File: config.mk
export PLATFORM = sky130hd
export DESIGN_NAME = rom_loader
export DESIGN_NICKNAME = d
export VERILOG_FILES = /design/src/rtl/rom_loader_pkg.sv /design/src/rtl/rom_loader_asm.sv /design/src/rtl/rom_loader.sv
export SDC_FILE = /design/constraint.sdc
export NUM_CORES = 1
export LEC_CHECK = 0
export ABC_AREA = 1
export CAP_MARGIN = 20
export CORE_ASPECT_RATIO = 0.75
export CORE_MARGIN = 8
export CORE_UTILIZATION = 55
export DETAILED_ROUTE_END_ITERATION = 8
export PLACE_DENSITY = 0.77
export SYNTH_ARGS = -nofsm -noshare
export SYNTH_HDL_FRONTEND = slang
export SYNTH_SLANG_ARGS = --single-unit
File: constraint.sdc
create_clock -name clk -period 3.2 [get_ports clk]
set_clock_uncertainty 0.2 [all_clocks]
set_input_delay 0.64 -clock clk [delete_from_list [all_inputs] [get_ports clk]]
set_output_delay 0.64 -clock clk [all_outputs]
set_load 0.02 [all_outputs]
File: src/rtl/rom_loader_pkg.sv
// Shared definitions for the rom_loader program loader.
//   - state_e      : loader FSM states
//   - SYNC_BYTE    : frame start marker
//   - ERR_*        : ErrCode encodings
//   - DEF_ADDR_W / DEF_DATA_W : default instruction memory geometry
//   - MAX_COUNT    : largest legal word count in a frame
//   - count_ok()   : legality test for the 16-bit COUNT field
package rom_loader_pkg;

  typedef enum logic [2:0] {
    IDLE   = 3'd0,
    CNT_HI = 3'd1,
    CNT_LO = 3'd2,
    WORD   = 3'd3,
    CHK    = 3'd4,
    DONE   = 3'd5,
    ERR    = 3'd6
  } state_e;

  localparam logic [7:0] SYNC_BYTE = 8'hA5;

  localparam logic [1:0] ERR_NONE     = 2'b00;
  localparam logic [1:0] ERR_CHECKSUM = 2'b01;
  localparam logic [1:0] ERR_FORMAT   = 2'b10;
  localparam logic [1:0] ERR_TIMEOUT  = 2'b11;

  localparam int DEF_ADDR_W = 11;
  localparam int DEF_DATA_W = 29;

  localparam logic [15:0] MAX_COUNT = 16'd2048;

  function automatic logic count_ok(input logic [15:0] cnt);
    return (cnt != 16'd0) && (cnt <= MAX_COUNT);
  endfunction

endpackage

File: src/rtl/rom_loader_asm.sv
// Big-endian word assembler for rom_loader.
// Shifts word bytes in MSB first and keeps the running XOR checksum.
// Ports:
//   clk, rst_n   : clock, asynchronous active-low reset
//   clr_i        : clear shift register and checksum (start of frame)
//   en_i         : accept byte_i as a word byte
//   byte_i       : incoming byte
//   idx_i        : position of byte_i within its word (0 = MSB)
//   word_o       : word formed by the three previously shifted bytes and byte_i
//   fmt_err_o    : byte_i is a first word byte with nonzero bits [7:5]
//   chk_o        : XOR of all word bytes accepted since clr_i
module rom_loader_asm
  import rom_loader_pkg::*;
#(
  parameter int DATA_W = DEF_DATA_W
) (
  input  logic              clk,
  input  logic              rst_n,
  input  logic              clr_i,
  input  logic              en_i,
  input  logic [7:0]        byte_i,
  input  logic [1:0]        idx_i,
  output logic [DATA_W-1:0] word_o,
  output logic              fmt_err_o,
  output logic [7:0]        chk_o
);

  // Only DATA_W-8 bits of history are needed: the top bits of the first
  // byte fall off the left end, which is exactly the truncation to DATA_W.
  logic [DATA_W-9:0] shift_q, shift_d;
  logic [7:0]        chk_q, chk_d;

  assign word_o    = {shift_q, byte_i};
  assign fmt_err_o = (idx_i == 2'd0) && (byte_i[7:5] != 3'b000);
  assign chk_o     = chk_q;

  always_comb begin
    shift_d = shift_q;
    chk_d   = chk_q;
    if (clr_i) begin
      shift_d = '0;
      chk_d   = 8'h00;
    end else if (en_i) begin
      shift_d = {shift_q[DATA_W-17:0], byte_i};
      chk_d   = chk_q ^ byte_i;
    end
  end

  always_ff @(posedge clk or negedge rst_n) begin
    if (!rst_n) begin
      shift_q <= '0;
      chk_q   <= 8'h00;
    end else begin
      shift_q <= shift_d;
      chk_q   <= chk_d;
    end
  end

endmodule

File: src/rtl/rom_loader.sv
// Byte-stream program loader: parses A5 | COUNT_HI | COUNT_LO | words | XOR
// frames and writes each 4-byte big-endian word into instruction memory.
// Optional inter-byte timeout is enabled with the macro ROM_LOADER_TIMEOUT_EN.
// Ports:
//   clk, rst_n        : clock, asynchronous active-low reset
//   RxData, RxValid   : received byte and its one-cycle strobe (no backpressure)
//   WeRAM             : one-cycle write pulse
//   AddrRAM, DataRAM  : registered write address / data
//   Busy, HoldCPU     : frame in progress (HoldCPU mirrors Busy)
//   Done              : last frame loaded with correct checksum
//   ErrCode           : 00 none, 01 checksum, 10 format/count, 11 timeout
//   dbg_state_o       : current FSM state (state_e encoding)
module rom_loader
  import rom_loader_pkg::*;
#(
  parameter int ADDR_W         = DEF_ADDR_W,
  parameter int DATA_W         = DEF_DATA_W,
  parameter int TIMEOUT_CYCLES = 100000
) (
  input  logic              clk,
  input  logic              rst_n,
  input  logic [7:0]        RxData,
  input  logic              RxValid,
  output logic              WeRAM,
  output logic [ADDR_W-1:0] AddrRAM,
  output logic [DATA_W-1:0] DataRAM,
  output logic              Busy,
  output logic              HoldCPU,
  output logic              Done,
  output logic [1:0]        ErrCode,
  output logic [2:0]        dbg_state_o
);

  state_e            state_q, state_d;
  logic              busy_q, busy_d;
  logic              done_q, done_d;
  logic [1:0]        err_q, err_d;
  logic              we_q, we_d;
  logic [ADDR_W-1:0] addr_q, addr_d;        // address presented with WeRAM
  logic [DATA_W-1:0] data_q, data_d;
  logic [ADDR_W-1:0] wr_addr_q, wr_addr_d;  // next address to be written
  logic [ADDR_W:0]   rem_q, rem_d;          // words still to receive
  logic [1:0]        idx_q, idx_d;
  logic [7:0]        cnt_hi_q, cnt_hi_d;

  logic              asm_clr, asm_en, asm_fmt_err;
  logic [DATA_W-1:0] asm_word;
  logic [7:0]        asm_chk;
  logic [15:0]       count_w;
  logic              timeout_hit;

  assign count_w = {cnt_hi_q, RxData};

  rom_loader_asm #(.DATA_W(DATA_W)) u_asm (
    .clk       (clk),
    .rst_n     (rst_n),
    .clr_i     (asm_clr),
    .en_i      (asm_en),
    .byte_i    (RxData),
    .idx_i     (idx_q),
    .word_o    (asm_word),
    .fmt_err_o (asm_fmt_err),
    .chk_o     (asm_chk)
  );

`ifdef ROM_LOADER_TIMEOUT_EN
  localparam int TMO_W = $clog2(TIMEOUT_CYCLES + 1);
  logic [TMO_W-1:0] tmo_q, tmo_d;

  // Counts idle cycles while a frame is open; any byte restarts it.
  assign tmo_d       = (!busy_q || RxValid) ? '0 : tmo_q + 1'b1;
  assign timeout_hit = busy_q && !RxValid && (tmo_q == TMO_W'(TIMEOUT_CYCLES - 1));

  always_ff @(posedge clk or negedge rst_n) begin
    if (!rst_n) tmo_q <= '0;
    else        tmo_q <= tmo_d;
  end
`else
  assign timeout_hit = 1'b0;
`endif

  always_comb begin
    state_d   = state_q;
    busy_d    = busy_q;
    done_d    = done_q;
    err_d     = err_q;
    we_d      = 1'b0;
    addr_d    = addr_q;
    data_d    = data_q;
    wr_addr_d = wr_addr_q;
    rem_d     = rem_q;
    idx_d     = idx_q;
    cnt_hi_d  = cnt_hi_q;
    asm_clr   = 1'b0;
    asm_en    = 1'b0;

    case (state_q)
      IDLE, DONE, ERR: begin
        if (RxValid && RxData == SYNC_BYTE) begin
          state_d   = CNT_HI;
          busy_d    = 1'b1;
          done_d    = 1'b0;
          err_d     = ERR_NONE;
          wr_addr_d = '0;
          asm_clr   = 1'b1;
        end
      end
      CNT_HI: begin
        if (RxValid) begin
          cnt_hi_d = RxData;
          state_d  = CNT_LO;
        end
      end
      CNT_LO: begin
        if (RxValid) begin
          if (count_ok(count_w)) begin
            rem_d   = count_w[ADDR_W:0];
            idx_d   = 2'd0;
            state_d = WORD;
          end else begin
            state_d = ERR;
            busy_d  = 1'b0;
            err_d   = ERR_FORMAT;
          end
        end
      end
      WORD: begin
        if (RxValid) begin
          if (asm_fmt_err) begin
            state_d = ERR;
            busy_d  = 1'b0;
            err_d   = ERR_FORMAT;
          end else begin
            asm_en = 1'b1;
            idx_d  = idx_q + 2'd1;
            if (idx_q == 2'd3) begin
              we_d      = 1'b1;
              addr_d    = wr_addr_q;
              data_d    = asm_word;
              wr_addr_d = wr_addr_q + 1'b1;
              rem_d     = rem_q - 1'b1;
              if (rem_q == (ADDR_W+1)'(1)) state_d = CHK;
            end
          end
        end
      end
      CHK: begin
        if (RxValid) begin
          busy_d = 1'b0;
          if (RxData == asm_chk) begin
            state_d = DONE;
            done_d  = 1'b1;
          end else begin
            state_d = ERR;
            err_d   = ERR_CHECKSUM;
          end
        end
      end
      default: state_d = IDLE;
    endcase

    // Only reachable with no byte present, so no write can coincide.
    if (timeout_hit) begin
      state_d = ERR;
      busy_d  = 1'b0;
      err_d   = ERR_TIMEOUT;
    end
  end

  always_ff @(posedge clk or negedge rst_n) begin
    if (!rst_n) begin
      state_q   <= IDLE;
      busy_q    <= 1'b0;
      done_q    <= 1'b0;
      err_q     <= ERR_NONE;
      we_q      <= 1'b0;
      addr_q    <= '0;
      data_q    <= '0;
      wr_addr_q <= '0;
      rem_q     <= '0;
      idx_q     <= 2'd0;
      cnt_hi_q  <= 8'h00;
    end else begin
      state_q   <= state_d;
      busy_q    <= busy_d;
      done_q    <= done_d;
      err_q     <= err_d;
      we_q      <= we_d;
      addr_q    <= addr_d;
      data_q    <= data_d;
      wr_addr_q <= wr_addr_d;
      rem_q     <= rem_d;
      idx_q     <= idx_d;
      cnt_hi_q  <= cnt_hi_d;
    end
  end

  assign WeRAM       = we_q;
  assign AddrRAM     = addr_q;
  assign DataRAM     = data_q;
  assign Busy        = busy_q;
  assign HoldCPU     = busy_q;
  assign Done        = done_q;
  assign ErrCode     = err_q;
  assign dbg_state_o = state_q;

endmodule
==> run_1/pinout.png <==
Pins as bars across the die edge, other pins in gray.
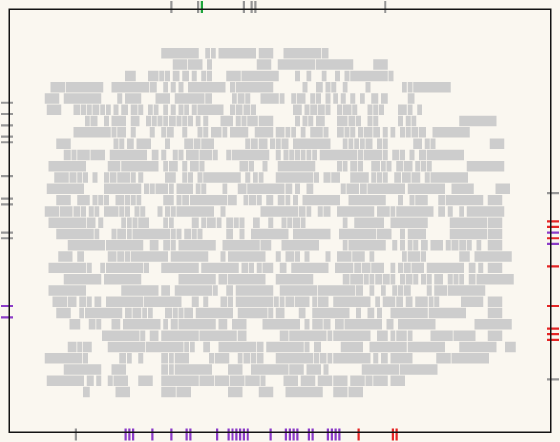
Key: green = HoldCPU [pins 1, direction output, edge north]; purple = DataRAM [pins 29, direction output, edge 25 south, 2 west, 2 east]; red = AddrRAM [pins 11, direction output, edge 8 east, 3 south]
All pins by edge: 29 south, 12 east, 12 west, 7 north.
Die W: 130.1 um
die height: 101.6 um
port bufs: 59

==> run_1/placed.png <==
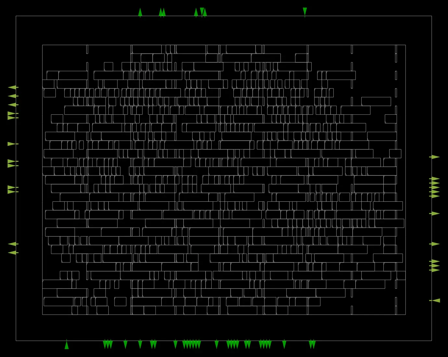
Final Util: 66.32%
flip-flops: 110

==> results.cfg, run 1 <==
; physical design summary
[status]
status = finished clean

[placed_design]
place_congestion = 0.8779
dp_hpwl_um = 9198

[final_timing]
fmax_mhz = 387.0
tns_ns = 0
hold_viol = 0
rsz0062_at_grt = no
slew-limit-headroom_pct = 60.54

[cells_and_area]
drive_gt1_share_pct = 9.558
areaGrowthSynthToFinish_pct = 18.37
stdcell_area_mm2 = 0.006354

[synth]
postSynthAreaPerCell_um2 = 8.440
yosys_cells = 636
yosysUniqueCellTypes = 33
ys_top_logic_family = simple AND/OR/NAND/NOR gates
ys_ff = 110

[setup_path]
start_kind = input pin
startpoint = RxData[7]
cp_num_cells = 11
max_stage_delay_ns = 0.55
reg2reg_depth = 8

[route]
drt_iter0_markers = 389
viasPerCell = 5.318
top_layer = met4
wl_um = 12570

[power_and_ir_drop]
comb_power_share_pct = 37.6
irDropWorstVdd_uv = 492.8
power_switching_mw = 1.945

[global_route]
grt.busiest_layer = met2
grt_pass1_vias = 4382

[clock_network]
post_cts_buffers = 0
==> run_1/util_map.png <==
The die is cut into 13 by 10 equal tiles; white is low, dark blue is high, 0 to 100% covered.
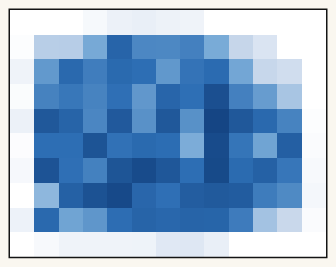
16% of the tiles are nearly empty. 31% of the tiles are over 75% full. The mean over all tiles is 47%. The densest ninth of the die: center.
Core ar.: 0.009580 mm2
Core Util at FP: 56.03%

run 1: area by class of cell:
cell class              instances  area [um2]
multi-input cells             430        2172
flip-flops and latches        110        2753
clock buffers                  10       229.0
clock inverters                 6       46.29
repair buffers                 73       718.2
inverters                      72       270.3
fillers                       805        3227
well taps                     132       165.2
run 1: stage by stage:
| stage | std cells | hold slack, ns | setup WS [ns] | util (%) |
|---|---|---|---|---|
| after floorplan | 636 | 0.1444 | 1.239 | - |
| after detailed placement | 817 | 0.2582 | 0.2897 | 63.45 |
| final | 833 | 0.09438 | 0.6160 | 66.32 |
| after global placement | 817 | 0.2570 | 0.3012 | 63.45 |
| after CTS | 833 | 0.1160 | 0.6552 | 66.32 |
| after global routing | 833 | 0.1355 | 0.3406 | 66.32 |
==> run 2, diff against run 1 <==
Clock period 3.2 ns to 2.5 ns, I/O delays scaled along.
==> run_2/util_map.png <==
The die is cut into 13 by 10 equal tiles; white is low, dark blue is high, 0 to 100% covered.
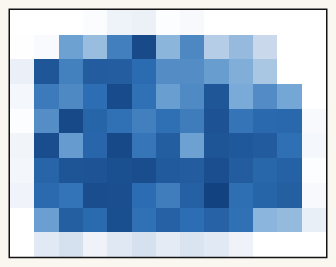
18% of the tiles are nearly empty. The mean over all tiles is 48%. The fullest tile reaches 93%. The emptiest ninth of the die: north-east. 35% of the tiles are over 75% full. The densest ninth of the die: center.
Final Util: 68.47%

==> run 2 against run 1 <==
  * Combinational power increased by 38%
  * Synthesized cell count unchanged
  * Area after synthesis unchanged
  * Design area increased by 3.2%
  * Critical path type is now reg -> out
==> results.cfg, run 2 <==
; physical design summary
[setup_path]
max_stage_delay_ns = 0.68
reg2reg_depth = 10
start_kind = flop
cp_num_cells = 1

[placed_design]
dp_cells = 835
portBuffers = 59
dp_slack_ns = 0.008683

[cells_and_area]
seq_area_mm2 = 0.002753
sh_comb_area_pct = 33.11
drive_gt1_share_pct = 11.94
buf_share_pct = 13.73
fin_cells = 852
biggestCellCategory = flip-flops and latches
comb_area_mm2 = 0.002172
final_cell_mix = 188 x nand2_1, 110 x dfrtp_1, 66 x inv_1
buffers = 92
areaGrowthSynthToFinish_pct = 22.21
nClkBuffers = 9
final-clk-cell-share_pct = 4.558
flops = 110
logic_gate_count = 430
seq-cell-share_pct = 41.96
nFillCells = 786
inverters = 72

[clock_network]
post_cts_buffers = 0

[final_timing]
hold_viol = 0
tns_ns = 0
slew-limit-headroom_pct = 66.36
fmax_mhz = 436.0
rsz0062_at_grt = no

[floorplan]
tap_cells = 132
die_h_um = 101.6
coreArea_mm2 = 0.009580
fp_util_pct = 56.03
dieWidth_um = 130.1

[route]
viasPerCell = 5.363
drt_iter0_markers = 459
first_pass_iters = 6
wl_um = 13100

[synth]
yosys_cells = 636
ys_top_logic_family = simple AND/OR/NAND/NOR gates
simple_gate_share_pct = 24.34
mux_share_pct = 1.678
ys_ff = 110
postSynthAreaPerCell_um2 = 8.440

[power_and_ir_drop]
irDropWorstVdd_uv = 572.1

[status]
status = finished clean

[global_route]
grt_pass1_vias = 4552
run 2: report_power, final:
group	internal, mW	switching, mW	total (mW)
combinational	0.881	1.61	2.49
clock	0.712	0.721	1.43
sequential	2.20	0.295	2.50
total	3.79	2.62	6.42
run 2: what timing repair did:
item / CTS / global route
resized: 0 / 0
hold endpoints to repair: 31 / 0
hold buffers: 1 / 0
run 2: metal layers:
| layer | vias to the layer above | track usage, % | share of wire (%) |
|---|---|---|---|
| li1 | 2210 | - | - |
| met1 | 2169 | 28.58 | 45 |
| met2 | 162 | 34.35 | 46 |
| met3 | 28 | 5.681 | 7.1 |
| met4 | 0 | 6.940 | 2.1 |
| met5 | - | 0 | 0 |
==> run 3, diff against run 2 <==
Settings changed: HOLD_SLACK_MARGIN from default to 0.1.
==> run_3/pinout.png <==
Pins as bars across the die edge, other pins in gray.
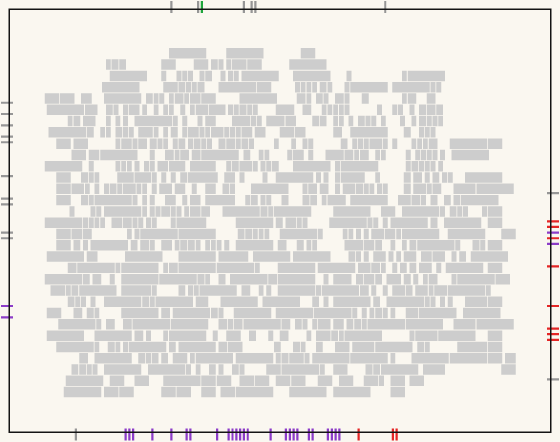
Key: green = HoldCPU [pins 1, direction output, edge north]; purple = DataRAM [pins 29, direction output, edge 25 south, 2 west, 2 east]; red = AddrRAM [pins 11, direction output, edge 8 east, 3 south]
All pins by edge: 29 south, 12 east, 12 west, 7 north.

==> run 3 against run 2 <==
  * Sequential cell count did not move
  * Highest routed layer unchanged
  * Hold slack did not move
  * Maximum frequency did not move
==> results.cfg, run 3 <==
; physical design summary
[cells_and_area]
nClkBuffers = 9
seq-cell-share_pct = 41.96
biggestCellCategory = flip-flops and latches
logic_gate_count = 430
comb_area_mm2 = 0.002172
inverters = 72
drive_gt1_share_pct = 11.94
buf_share_pct = 13.73
fin_util_pct = 68.47
areaGrowthSynthToFinish_pct = 22.21
sh_comb_area_pct = 33.11
buffers = 92
fin_cells = 852
flops = 110
nFillCells = 786

[setup_path]
reg2reg_depth = 10
cp_num_cells = 1
max_stage_delay_ns = 0.68
start_kind = flop

[placed_design]
dp_slack_ns = 0.008683
dp_cells = 835
portBuffers = 59

[final_timing]
tns_ns = 0
fmax_mhz = 436.0
hold_viol = 0
rsz0062_at_grt = no
slew-limit-headroom_pct = 66.36

[synth]
postSynthAreaPerCell_um2 = 8.440
yosys_cells = 636
ys_ff = 110

[power_and_ir_drop]
irDropWorstVdd_uv = 572.1

[route]
drt_iter0_markers = 459
met2RoutedLength_um = 6061
viasPerCell = 5.363
top_layer = met4
first_pass_iters = 6

[clock_network]
cts_resized = 0

[global_route]
globalRouteMet3Util_pct = 5.681
met1_usage_pct = 28.58
grt_use_met2_pct = 34.35
grt.busiest_layer = met2

[status]
status = finished clean

[floorplan]
tap_cells = 132
fp_util_pct = 56.03
coreArea_mm2 = 0.009580
dieWidth_um = 130.1
==> run 3: report_power, final <==
group / total [mW] / switching (mW) / internal, mW / leakage [nW]
Combinational: 2.49 / 1.61 / 0.881 / 1.65
Clock: 1.43 / 0.721 / 0.712 / 0.148
Sequential: 2.50 / 0.295 / 2.20 / 1.42
==> run 3: logic make-up (layout without fill, tap and decap cells) <==
logic type	Yosys count	in the layout	share of synthesized area [%]
and+or+nand+nor	299	299	24.34
AOI/OAI and AO/OA	106	106	10.93
DFF	110	110	51.28
muxes	6	6	1.678
buffers and inverters	96	180	8.252
xor gates and xnor gates	13	13	2.121
adders and majority gates	6	6	1.399
==> run 3: tightest hold or removal path: stages, from the launching register on <==
cell and delay, ns:
dfrtp_1 0.35, nand2_1 0.06, nand2_1 0.05
Power is estimated from default activity; no workload was simulated.
